wire_density.png
Scale bar: 20 µm. 14 x 9 tiles, from dark blue (low) to red (high), scaled to the fullest tile. Values are wire area over tile area, all layers added.
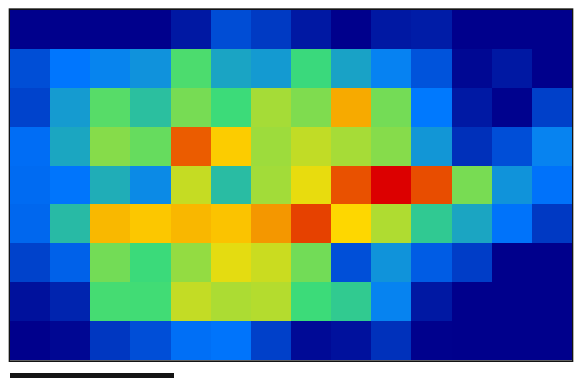
met1.png
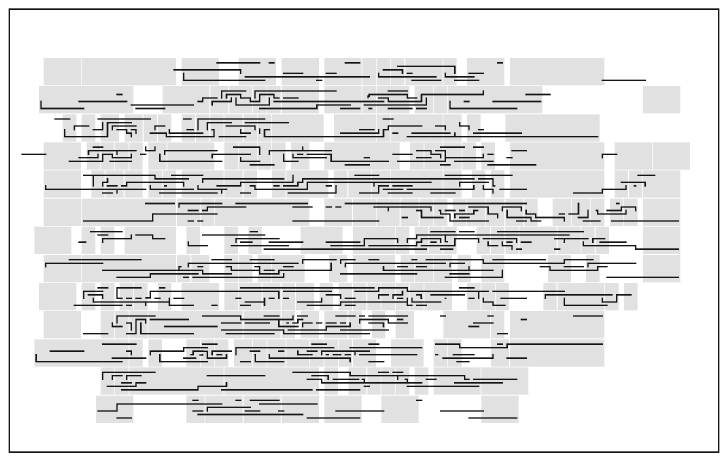
met2.png
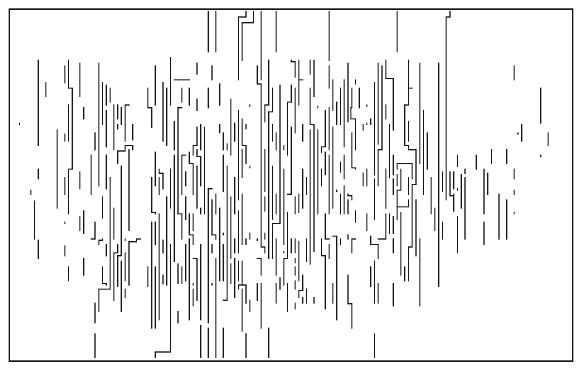
drive_strength.png
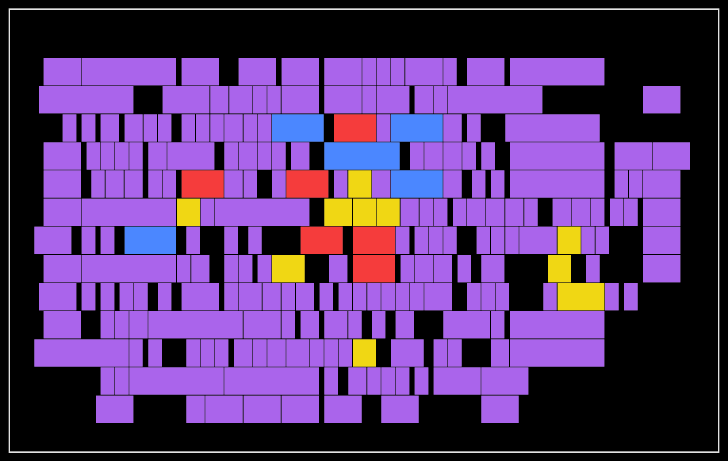
final_congestion.png
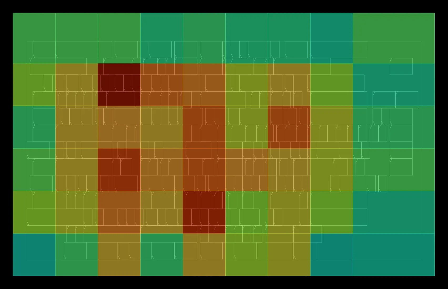
--- config.mk ---
export PLATFORM = sky130hd
export DESIGN_NAME = countdown_timer
export DESIGN_NICKNAME = d
export VERILOG_FILES = /design/src/rtl/countdown_timer.sv
export SDC_FILE = /design/constraint.sdc
export NUM_CORES = 1
export LEC_CHECK = 0
export ABC_AREA = 1
export CAP_MARGIN = 20
export CORE_ASPECT_RATIO = 0.6
export CORE_MARGIN = 2
export CORE_UTILIZATION = 52
export DETAILED_ROUTE_END_ITERATION = 10
export PLACE_DENSITY = 0.95
export SETUP_SLACK_MARGIN = 0.1
export SYNTH_ARGS = -nofsm -noshare
export SYNTH_HDL_FRONTEND = slang
export SYNTH_SLANG_ARGS = --single-unit
export TNS_END_PERCENT = 5
--- constraint.sdc ---
create_clock -name clk -period 3.7 [get_ports clk]
set_input_delay 0.37 -clock clk [delete_from_list [all_inputs] [get_ports clk]]
set_output_delay 0.37 -clock clk [all_outputs]
set_load 0.005 [all_outputs]
--- src/rtl/countdown_timer.sv ---
// countdown_timer: loadable mm:ss down-counter stepped by a one-cycle 1 Hz tick strobe.
// Borrows minutes on seconds underflow and pulses done on reaching 00:00.
module countdown_timer #(
  parameter logic [5:0] MAX_MIN = 6'd59,
  parameter logic [5:0] MAX_SEC = 6'd59
) (
  input  logic       clk,
  input  logic       reset,
  input  logic       tick_in,
  input  logic       load,
  input  logic [5:0] load_min,
  input  logic [5:0] load_sec,
  input  logic       start,
  input  logic       pause,
  output logic [5:0] minutes,
  output logic [5:0] seconds,
  output logic       borrow_out,
  output logic       done,
  output logic       expired,
  output logic       running
);
  typedef enum logic [1:0] {IDLE, RUN, PAUSED, DONE} state_t;
  state_t     state_q;
  logic [5:0] min_q, sec_q;
  logic       borrow_q, done_q;
  logic       is_zero, conflict;
  assign is_zero  = (min_q == 6'd0) && (sec_q == 6'd0);
  assign conflict = start && pause;
  always_ff @(posedge clk or posedge reset) begin
    if (reset) begin
      state_q  <= IDLE;
      min_q    <= 6'd0;
      sec_q    <= 6'd0;
      borrow_q <= 1'b0;
      done_q   <= 1'b0;
    end else begin
      borrow_q <= 1'b0;
      done_q   <= 1'b0;
      if (load) begin
        min_q   <= load_min > MAX_MIN ? MAX_MIN : load_min;
        sec_q   <= load_sec > MAX_SEC ? MAX_SEC : load_sec;
        state_q <= IDLE;
      end else if (start && !pause && state_q == IDLE) begin
        state_q <= is_zero ? DONE : RUN;
        done_q  <= is_zero;
      end else if (start && !pause && state_q == PAUSED) begin
        state_q <= RUN;
      end else if (pause && !start && state_q == RUN) begin
        state_q <= PAUSED;
      end else if (tick_in && !conflict && state_q == RUN) begin
        // RUN is only entered with a non-zero count, so a zero seconds field implies minutes > 0
        if (sec_q != 6'd0) begin
          sec_q <= sec_q - 6'd1;
          if (sec_q == 6'd1 && min_q == 6'd0) begin
            state_q <= DONE;
            done_q  <= 1'b1;
          end
        end else if (min_q != 6'd0) begin
          sec_q    <= MAX_SEC;
          min_q    <= min_q - 6'd1;
          borrow_q <= 1'b1;
        end
      end
    end
  end
  assign minutes    = min_q;
  assign seconds    = sec_q;
  assign borrow_out = borrow_q;
  assign done       = done_q;
  assign expired    = (state_q == DONE);
  assign running    = (state_q == RUN);
endmodule

==> results.sh <==
# source this file to load flow results
export IMPL_path_clk_slew_ps=70
export IMPL_critPathRequiredTime_ps=3850
export IMPL_floorplan_nets=220
export IMPL_fin_util=0.7532
export IMPL_avgSynthCellArea_um2=6.580
export IMPL_fillers=171
export IMPL_timing_final_crit_share=0.5815
export IMPL_finClkSkew_ps=6.179
export IMPL_ys_flop_type="dfrtp_1"
export IMPL_max_stage_delay_ps=670
export IMPL_place_gp_congestion=0.9483
export IMPL_grt_pass1_vias=1201
export IMPL_synth_adder_area_share=0.04826
export IMPL_initial_core_util=0.5733
export IMPL_die_size_y_um=42.68
export IMPL_cts_hold_buffers=0
export IMPL_cts_sinks=16
export IMPL_routedWlPerCell_um=12.54
export IMPL_synthXorXnorAreaFrac=0.01351
export IMPL_arrival_ps=2300
export IMPL_post_layout_nonfiller_instances=261
export IMPL_antennaDiodeCount=0
export IMPL_synth_mux_area_fraction=0
export IMPL_power_density_nw_per_um2=398.5
export IMPL_netSwitchingPower_mw=0.2509
export IMPL_top_area_frac=0.3089
export IMPL_io_buffer_count=33
export IMPL_yosysCellCount=197
export IMPL_crit_path_end_kind="register"
export IMPL_crit_type="in2reg"
export IMPL_top_area_cell="dfrtp_1"
export IMPL_cts_tree="yes"
export IMPL_gr_total_overflow=0
export IMPL_detail_route_antenna_nets=0
export IMPL_leakagePower_nw=0.8862
export IMPL_yosysSeqAreaShare=0.3089
export IMPL_logic_area_um2=793.3
export IMPL_cts_resized=0
export IMPL_yosysChipArea_um2=1296
export IMPL_vias_per_cell=5.303
export IMPL_cp_start_kind="input pin"
export IMPL_crit_path_max_fanout=24
export IMPL_rsz0062_at_grt="false"
export IMPL_dp_hpwl_um=2420
export IMPL_status="complete, no violations"
export IMPL_drv_slew=0
export IMPL_logic_family="simple AND/OR/NAND/NOR gates"
export IMPL_synthTopCellsByArea="dfrtp_1, nand2_1, nand3_1"
export IMPL_dp_cells=257
export IMPL_compound_area_frac=0.06274
export IMPL_intPower_mw=0.4278
export IMPL_antenna_found_initial=0
export IMPL_crit_start="load"
export IMPL_dp_slack_ps=1351
export IMPL_holdWs_ps=493.4
export IMPL_cts_buffers=3
export IMPL_vdd_drop_max_v=0.0003091
export IMPL_p_comb_frac=0.407
export IMPL_die_width_um=68.46
export IMPL_post_cts_buffers=0
export IMPL_ios=34
export IMPL_crit_family="buffers and inverters"
export IMPL_min_path_type="in2async"
-- wire_density.png (at the start) --
- emptiest ninth of the die: bottom right
- fullest tile: 0.56
- tiles over half the peak: 32%
- densest ninth of the die: middle
- nearly empty tiles: 18%
WL final: 3274 µm
total track usage: 0.2606
via count: 1384

-- met1.png (at the start) --
- main direction: horizontal
- share of all routed wire: 45%
- wire length on this layer: 1480 µm
M1 GR Usage: 0.4043

-- met2.png (at the start) --
- longest straight run: 27.2 µm
- nets with wire on the layer: 198
met2 usage: 0.3692

-- drive_strength.png (at the start) --
- yellow: drive 2 (cells 10; most used nand2_2)
- purple: drive 1 or less (cells 210; most used nand2_1)
- blue: drive 6 and up (cells 5; most used clkbuf_8)
- red: drive 3 to 4 (cells 6)
buffers outside the clock class: 33
worst setup margin: 1548 ps
Final Instance Area: 1703 µm²
growth of design area from synthesis to finish: 31.37%

-- final_congestion.png (at the start) --
GR Layer Usage met3: 0.05570
busiest grt layer: met1

cells in the final DEF, fill, tap and decap left out, drive strengths merged, types with 5 or more instances in the layout:
cell type       n
a21oi           7
o21ai           7
clkdlybuf4s50  33
nand4           6
ha              5
nand3          23
inv            23
nor2           33
dfrtp          16
nand2          69
power groups by stage:
stage	combinational [mW]	sequential [mW]	clock, mW
after detailed placement	0.271	0.247	0
after floorplan	0.164	0.241	0
after global placement	0.265	0.247	0
final	0.276	0.245	0.157
after CTS	0.275	0.244	0.157
after global routing	0.311	0.251	0.169
cell type report:
cell class | instances | area share
Tap cell | 30 | 0.02204
Multi-Input combinational cell | 155 | 0.4658
Timing Repair Buffer | 33 | 0.1940
Inverter | 23 | 0.05070
Sequential cell | 16 | 0.2351
Clock buffer | 4 | 0.03233
worst register-to-register path: cells and delay by family, from the launching register on:
| kind | cells | cell delay (ps) |
|---|---|---|
| and+or+nand+nor | 7 | 680 |
| adders and majority gates | 1 | 240 |
| DFF | 1 | 450 |
| buffers and inverters | 1 | 190 |
per-stage QoR:
step	power (mW)	instance area [µm²]
3_3_place_gp	0.5122	1648
2_1_floorplan	0.4047	1296
3_5_place_dp	0.5179	1648
5_1_grt	0.7310	1703
4_1_cts	0.6762	1703
6_report	0.6787	1703
state kept, by name, indices dropped and copies added, names as in the netlist:
register / cells
borrow_out: 1
seconds: 6
done: 1
minutes: 6
state_q: 2
kinds of logic (layout without fill, tap and decap cells):
group | after synthesis | in the layout
XOR/XNOR | 2 | 2
adder cells (fa/ha/maj) | 5 | 5
flip-flops | 16 | 16
buffers and inverters | 26 | 60
AND/OR/NAND/NOR | 133 | 133
AND-OR/OR-AND | 15 | 15
layer usage:
layer  global-route usage  wire length (µm)  vias to the layer above
li1                     -                 -                      691
met1               0.4043              1477                      625
met2               0.3692              1409                       64
met3              0.05570               364                        4
met4              0.04800                23                        0
met5                    0                 0                        -
path summary, 6_finish.rpt:
path                                    to  slack, ps  cells after the start
worst max-delay path            seconds[5]       1550                      7
worst min-delay path            minutes[1]        490                      2
worst max register to register  seconds[4]       2040                      9
worst min register to register  minutes[0]        570                      2
max in group asynchronous       minutes[3]       2790                      2
min in group clk                minutes[0]        570                      2
Power and IR drop assume default switching activity.
